`config.mk`:
```
export PLATFORM = sky130hd
export DESIGN_NAME = salsa_round_unit
export DESIGN_NICKNAME = d
export VERILOG_FILES = /design/src/rtl/salsa_pkg.sv /design/src/rtl/salsa_quarter_round.sv /design/src/rtl/salsa_round_unit.sv
export SDC_FILE = /design/constraint.sdc
export NUM_CORES = 2
export LEC_CHECK = 0
export CAP_MARGIN = 20
export CORE_AREA = 3 3 403 405
export DETAILED_ROUTE_END_ITERATION = 8
export DIE_AREA = 0 0 406 408
export HOLD_SLACK_MARGIN = 0.06
export MAX_ROUTING_LAYER = met4
export PLACE_DENSITY = 0.62
export SYNTH_ARGS = -nofsm -noshare
export SYNTH_HDL_FRONTEND = slang
export SYNTH_SLANG_ARGS = --single-unit
```
`constraint.sdc`:
```
create_clock -name clk -period 13.87 [get_ports clk]
set_input_delay 3.4675 -clock clk [delete_from_list [all_inputs] [get_ports clk]]
set_output_delay 3.4675 -clock clk [all_outputs]
set_load 0.02 [all_outputs]
```
`src/rtl/salsa_pkg.sv`:
```
// Shared Salsa20 constants, word types, quarterround tuple tables and rotate helper.
package salsa_pkg;

  localparam int unsigned WORD_W  = 32;
  localparam int unsigned NWORDS  = 16;
  localparam int unsigned STATE_W = WORD_W * NWORDS;
  localparam int unsigned QR_N    = 4;
  localparam int unsigned QR_W    = 4;
  localparam int unsigned IDX_W   = 4;

  typedef logic [WORD_W-1:0] word_t;
  typedef logic [IDX_W-1:0]  widx_t;

  // Quarterround operands; a is the word that gets updated last.
  typedef struct packed {
    word_t a;
    word_t b;
    word_t c;
    word_t d;
  } qr_tuple_t;

  typedef enum logic {
    ROUND_ROW = 1'b0,
    ROUND_COL = 1'b1
  } round_e;

  // Diagonal constants loaded into words 0/5/10/15 by the hash core.
  localparam word_t SIGMA0 = 32'h6170_7865;
  localparam word_t SIGMA1 = 32'h3320_646e;
  localparam word_t SIGMA2 = 32'h7962_2d32;
  localparam word_t SIGMA3 = 32'h6b20_6574;

  // Word indices (a,b,c,d) for each of the four quarterrounds.
  localparam widx_t COL_IDX [QR_N][QR_W] = '{
    '{4'd0,  4'd4,  4'd8,  4'd12},
    '{4'd5,  4'd9,  4'd13, 4'd1 },
    '{4'd10, 4'd14, 4'd2,  4'd6 },
    '{4'd15, 4'd3,  4'd7,  4'd11}
  };

  localparam widx_t ROW_IDX [QR_N][QR_W] = '{
    '{4'd0,  4'd1,  4'd2,  4'd3 },
    '{4'd5,  4'd6,  4'd7,  4'd4 },
    '{4'd10, 4'd11, 4'd8,  4'd9 },
    '{4'd15, 4'd12, 4'd13, 4'd14}
  };

  // 32-bit rotate-left by a constant amount (1..31).
  function automatic word_t rotl(input word_t x, input int unsigned n);
    return (x << n) | (x >> (WORD_W - n));
  endfunction

  // Sigma word lookup for the core's state assembly.
  function automatic word_t sigma_word(input logic [1:0] sel);
    word_t w;
    case (sel)
      2'd0:    w = SIGMA0;
      2'd1:    w = SIGMA1;
      2'd2:    w = SIGMA2;
      default: w = SIGMA3;
    endcase
    return w;
  endfunction

endpackage

```
`src/rtl/salsa_quarter_round.sv`:
```
// Combinational Salsa20 quarterround on one (a,b,c,d) tuple.
module salsa_quarter_round
  import salsa_pkg::*;
(
  input  qr_tuple_t tuple_in,
  output qr_tuple_t tuple_out_c
);

  word_t a_c;
  word_t b_c;
  word_t c_c;
  word_t d_c;

  // Four dependent add-rotate-xor steps; each uses the word just updated.
  always_comb begin
    b_c = tuple_in.b ^ rotl(word_t'(tuple_in.a + tuple_in.d), 7);
    c_c = tuple_in.c ^ rotl(word_t'(b_c + tuple_in.a), 9);
    d_c = tuple_in.d ^ rotl(word_t'(c_c + b_c), 13);
    a_c = tuple_in.a ^ rotl(word_t'(d_c + c_c), 18);
    tuple_out_c = '{a: a_c, b: b_c, c: c_c, d: d_c};
  end

endmodule

```
`src/rtl/salsa_round_unit.sv`:
```
// One registered Salsa20 column or row round over the 16-word state.
module salsa_round_unit
  import salsa_pkg::*;
(
  input  logic               clk,
  input  logic               reset,
  input  logic               in_valid,
  input  logic               round_sel,
  input  logic [STATE_W-1:0] data_in,
  output logic               out_valid,
  output logic [STATE_W-1:0] data_out
);

  word_t        in_words   [NWORDS];
  word_t        res_words  [NWORDS];
  widx_t        sel_idx    [QR_N][QR_W];
  qr_tuple_t    qr_in      [QR_N];
  qr_tuple_t    qr_out     [QR_N];
  round_e       round_kind_c;
  logic [STATE_W-1:0] round_result_c;

  logic               out_valid_q, out_valid_d;
  logic [STATE_W-1:0] data_out_q,  data_out_d;

  assign round_kind_c = round_e'(round_sel);

  // Unpack the state and pick the tuple mapping for this round type.
  always_comb begin
    for (int unsigned i = 0; i < NWORDS; i++) begin
      in_words[i] = data_in[WORD_W*i +: WORD_W];
    end
    for (int unsigned q = 0; q < QR_N; q++) begin
      for (int unsigned k = 0; k < QR_W; k++) begin
        sel_idx[q][k] = (round_kind_c == ROUND_COL) ? COL_IDX[q][k] : ROW_IDX[q][k];
      end
    end
  end

  // Gather each quarterround's operands from the selected word positions.
  always_comb begin
    for (int unsigned q = 0; q < QR_N; q++) begin
      qr_in[q] = '{a: in_words[sel_idx[q][0]],
                   b: in_words[sel_idx[q][1]],
                   c: in_words[sel_idx[q][2]],
                   d: in_words[sel_idx[q][3]]};
    end
  end

  for (genvar g = 0; g < QR_N; g++) begin : g_qr
    salsa_quarter_round u_qr (
      .tuple_in    (qr_in[g]),
      .tuple_out_c (qr_out[g])
    );
  end

  // Scatter results back; the tables cover every word exactly once.
  always_comb begin
    for (int unsigned i = 0; i < NWORDS; i++) begin
      res_words[i] = '0;
    end
    for (int unsigned q = 0; q < QR_N; q++) begin
      res_words[sel_idx[q][0]] = qr_out[q].a;
      res_words[sel_idx[q][1]] = qr_out[q].b;
      res_words[sel_idx[q][2]] = qr_out[q].c;
      res_words[sel_idx[q][3]] = qr_out[q].d;
    end
    round_result_c = '0;
    for (int unsigned i = 0; i < NWORDS; i++) begin
      round_result_c[WORD_W*i +: WORD_W] = res_words[i];
    end
  end

  // Next output: capture a new result on in_valid, otherwise hold the data.
  always_comb begin
    out_valid_d = in_valid;
    data_out_d  = data_out_q;
    if (in_valid) begin
      data_out_d = round_result_c;
    end
  end

  // Output register with synchronous reset taking priority over in_valid.
  always_ff @(posedge clk) begin
    if (reset) begin
      out_valid_q <= 1'b0;
      data_out_q  <= '0;
    end else begin
      out_valid_q <= out_valid_d;
      data_out_q  <= data_out_d;
    end
  end

  assign out_valid = out_valid_q;
  assign data_out  = data_out_q;

endmodule

```
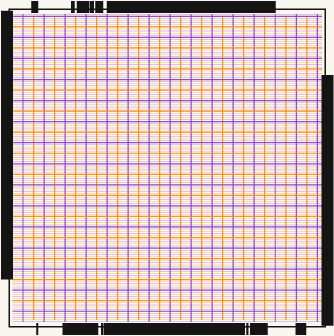
(images/pdn.png)
Pins as bars on the die edge.
| net | color |
|---|---|
| VSS | purple |
| VDD | orange |
signal pins: 1029
rows: 146
y dimension of the die: 408 µm

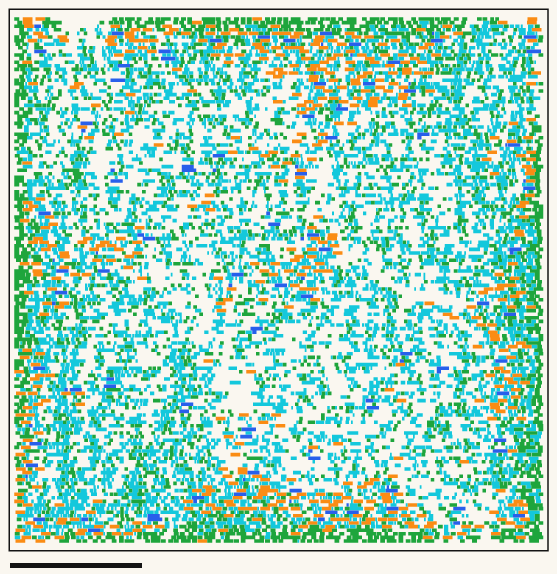
(images/cell_classes.png)
The bar under the picture is 100 µm long.
| class | color | cells |
|---|---|---|
| clock drivers and dummy loads | blue | 116 |
| all other logic | cyan | 5712 |
| other buffers and delay cells | green | 3081 |
| flip-flops | orange | 513 |
final core occ: 53.23%
Seq area share: 12.15%

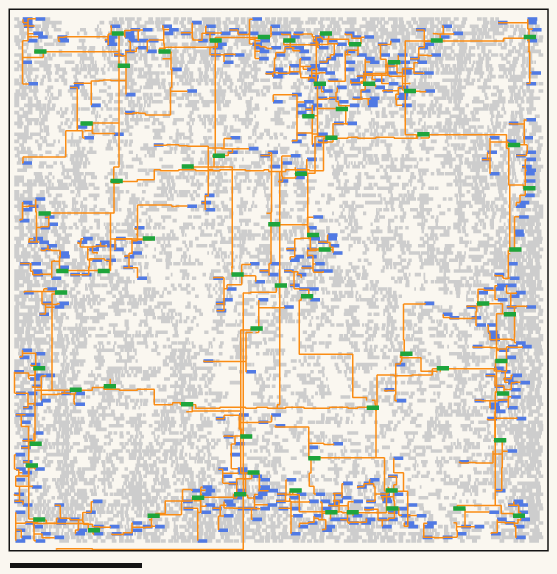
(images/clock_map.png)
The bar under the picture is 100 µm long.
[cells driving clock nets] green | count: 68
[flip-flops] blue | count: 513
[clock wires] orange | length: 9790 µm
flops lie: spread over the die
Worst-Skew Late Latency: 680 ps
clock skew: 0 ps

==> changes_impl.md <==
## Implementation

- Largest net degree at the start of global routing: 171
- Inverters excl. clock: 189
- Result of the run: finished clean
- Number of distinct library cell variants in the gate-level netlist after synthesis: 113
- GR met2 Demand/Resource: 70.83%
- Min-delay worst type: flip-flop to flip-flop
- Buffering stage count on the worst path with inverters included: 8
- CTS tree: built
- Diode insertion count for antenna repair: 34
- CP max stage delay: 460 ps
- Layout Area Growth over Synthesis: 58.64%
- Area inside the core boundary: 0.1587 mm²
- Worst flop-to-flop path startpoint: data_out[126]
- Area share of and-or/or-and cells after synthesis: 24.13%
- Largest fanout of any net on the critical path: 10
- Worst Path Required: 14400 ps
- Synthesis area per yosys: 0.05326 mm²
- Final cycle utilization of the critical path: 98.91%
- Highest routing layer actually used: met4
- Kind of cell with the highest combined delay on the critical path: AND-OR/OR-AND gates
- Inst Count DP: 11330
- Setup TNS: 0 ps
- Final critical-path required period: 13720 ps
- Setup Crit Path Kind: input pin to flip-flop
- Number of I/O port buffers: 1028
- DR DRC count: 0
- Max clock buf depth: 3
- Post-synthesis share of cell area spent on xor and xnor gates: 17.28%
- Setup violators final: 0
- Boundary Pins: 1029
- CP startpoint kind: input pin
- Fill cell count: 14910
- Setup bufs post-CTS: 10
- Synth Instances: 6517
- Synth warnings: 0
- Slowest library cell on the worst path: a2111o_1
- Biggest cell category by area in the final layout: multi-input combinational cells
- Area of all sequential standard cells: 0.01027 mm²
- R2r setup slk: 12710 ps
- Via-per-instance ratio: 5.925
- Most used cells in the layout excluding fill and tap cells: buf_4, clkdlybuf4s50_1, nor2_1, xnor2_1, nand2_1
- Gr busiest metal: met2
- Reg2Reg Capture Point: data_out[126]
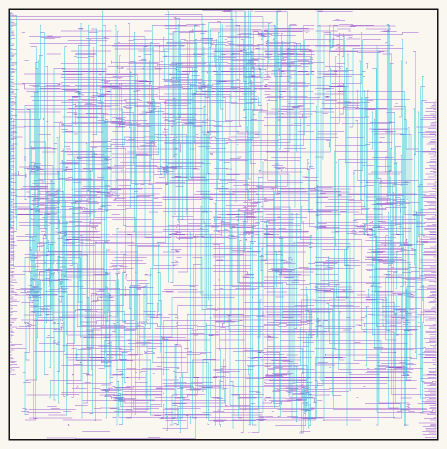
(images/metal_stack.png)
Two of the layers only.
| layer | color | wire length |
|---|---|---|
| met4 | cyan | 44.6 mm |
| met3 | purple | 44.6 mm |
total track usage: 49.93%
via count: 68310
detailed-route wire length per cell: 36.62 µm

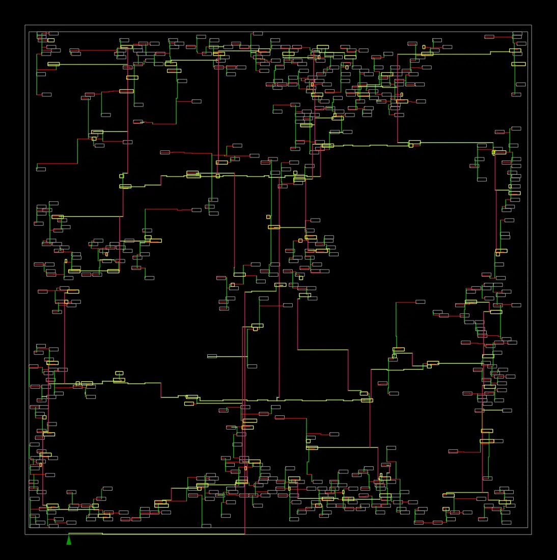
(images/final_clocks.png)
number of buffers added by the clock tree synthesis step: 68
clock sinks: 513
flip-flops: 513

==> cells in the mapped netlist (38+ instances only) <==
cell	count	area, µm²
o211ai_1	39	292.8
ha_1	500	6256
a21o_1	217	1629
clkbuf_1	208	780.8
dfxtp_1	513	10270
nor2b_1	51	319.1
xnor3_1	59	1329
nand3_1	74	370.4
a311oi_1	131	1147
inv_1	188	705.7
nand4_1	40	250.2
nand2b_1	53	331.6
xnor2_1	653	5719
mux2i_1	353	3533
xor2_1	187	1638
o21ai_0	227	1136
and3_1	54	337.8
nor2_1	689	2586
buf_1	38	142.6
mux2_2	111	1250
nand2_1	537	2016
nor3_1	111	555.5
o21a_1	65	488.0
a211oi_1	283	2125
a21oi_1	532	2663
o21bai_1	64	480.5
==> state kept, by name, indices dropped and copies added (netlist names) <==
signal and flops:
data_out 512, out_valid 1
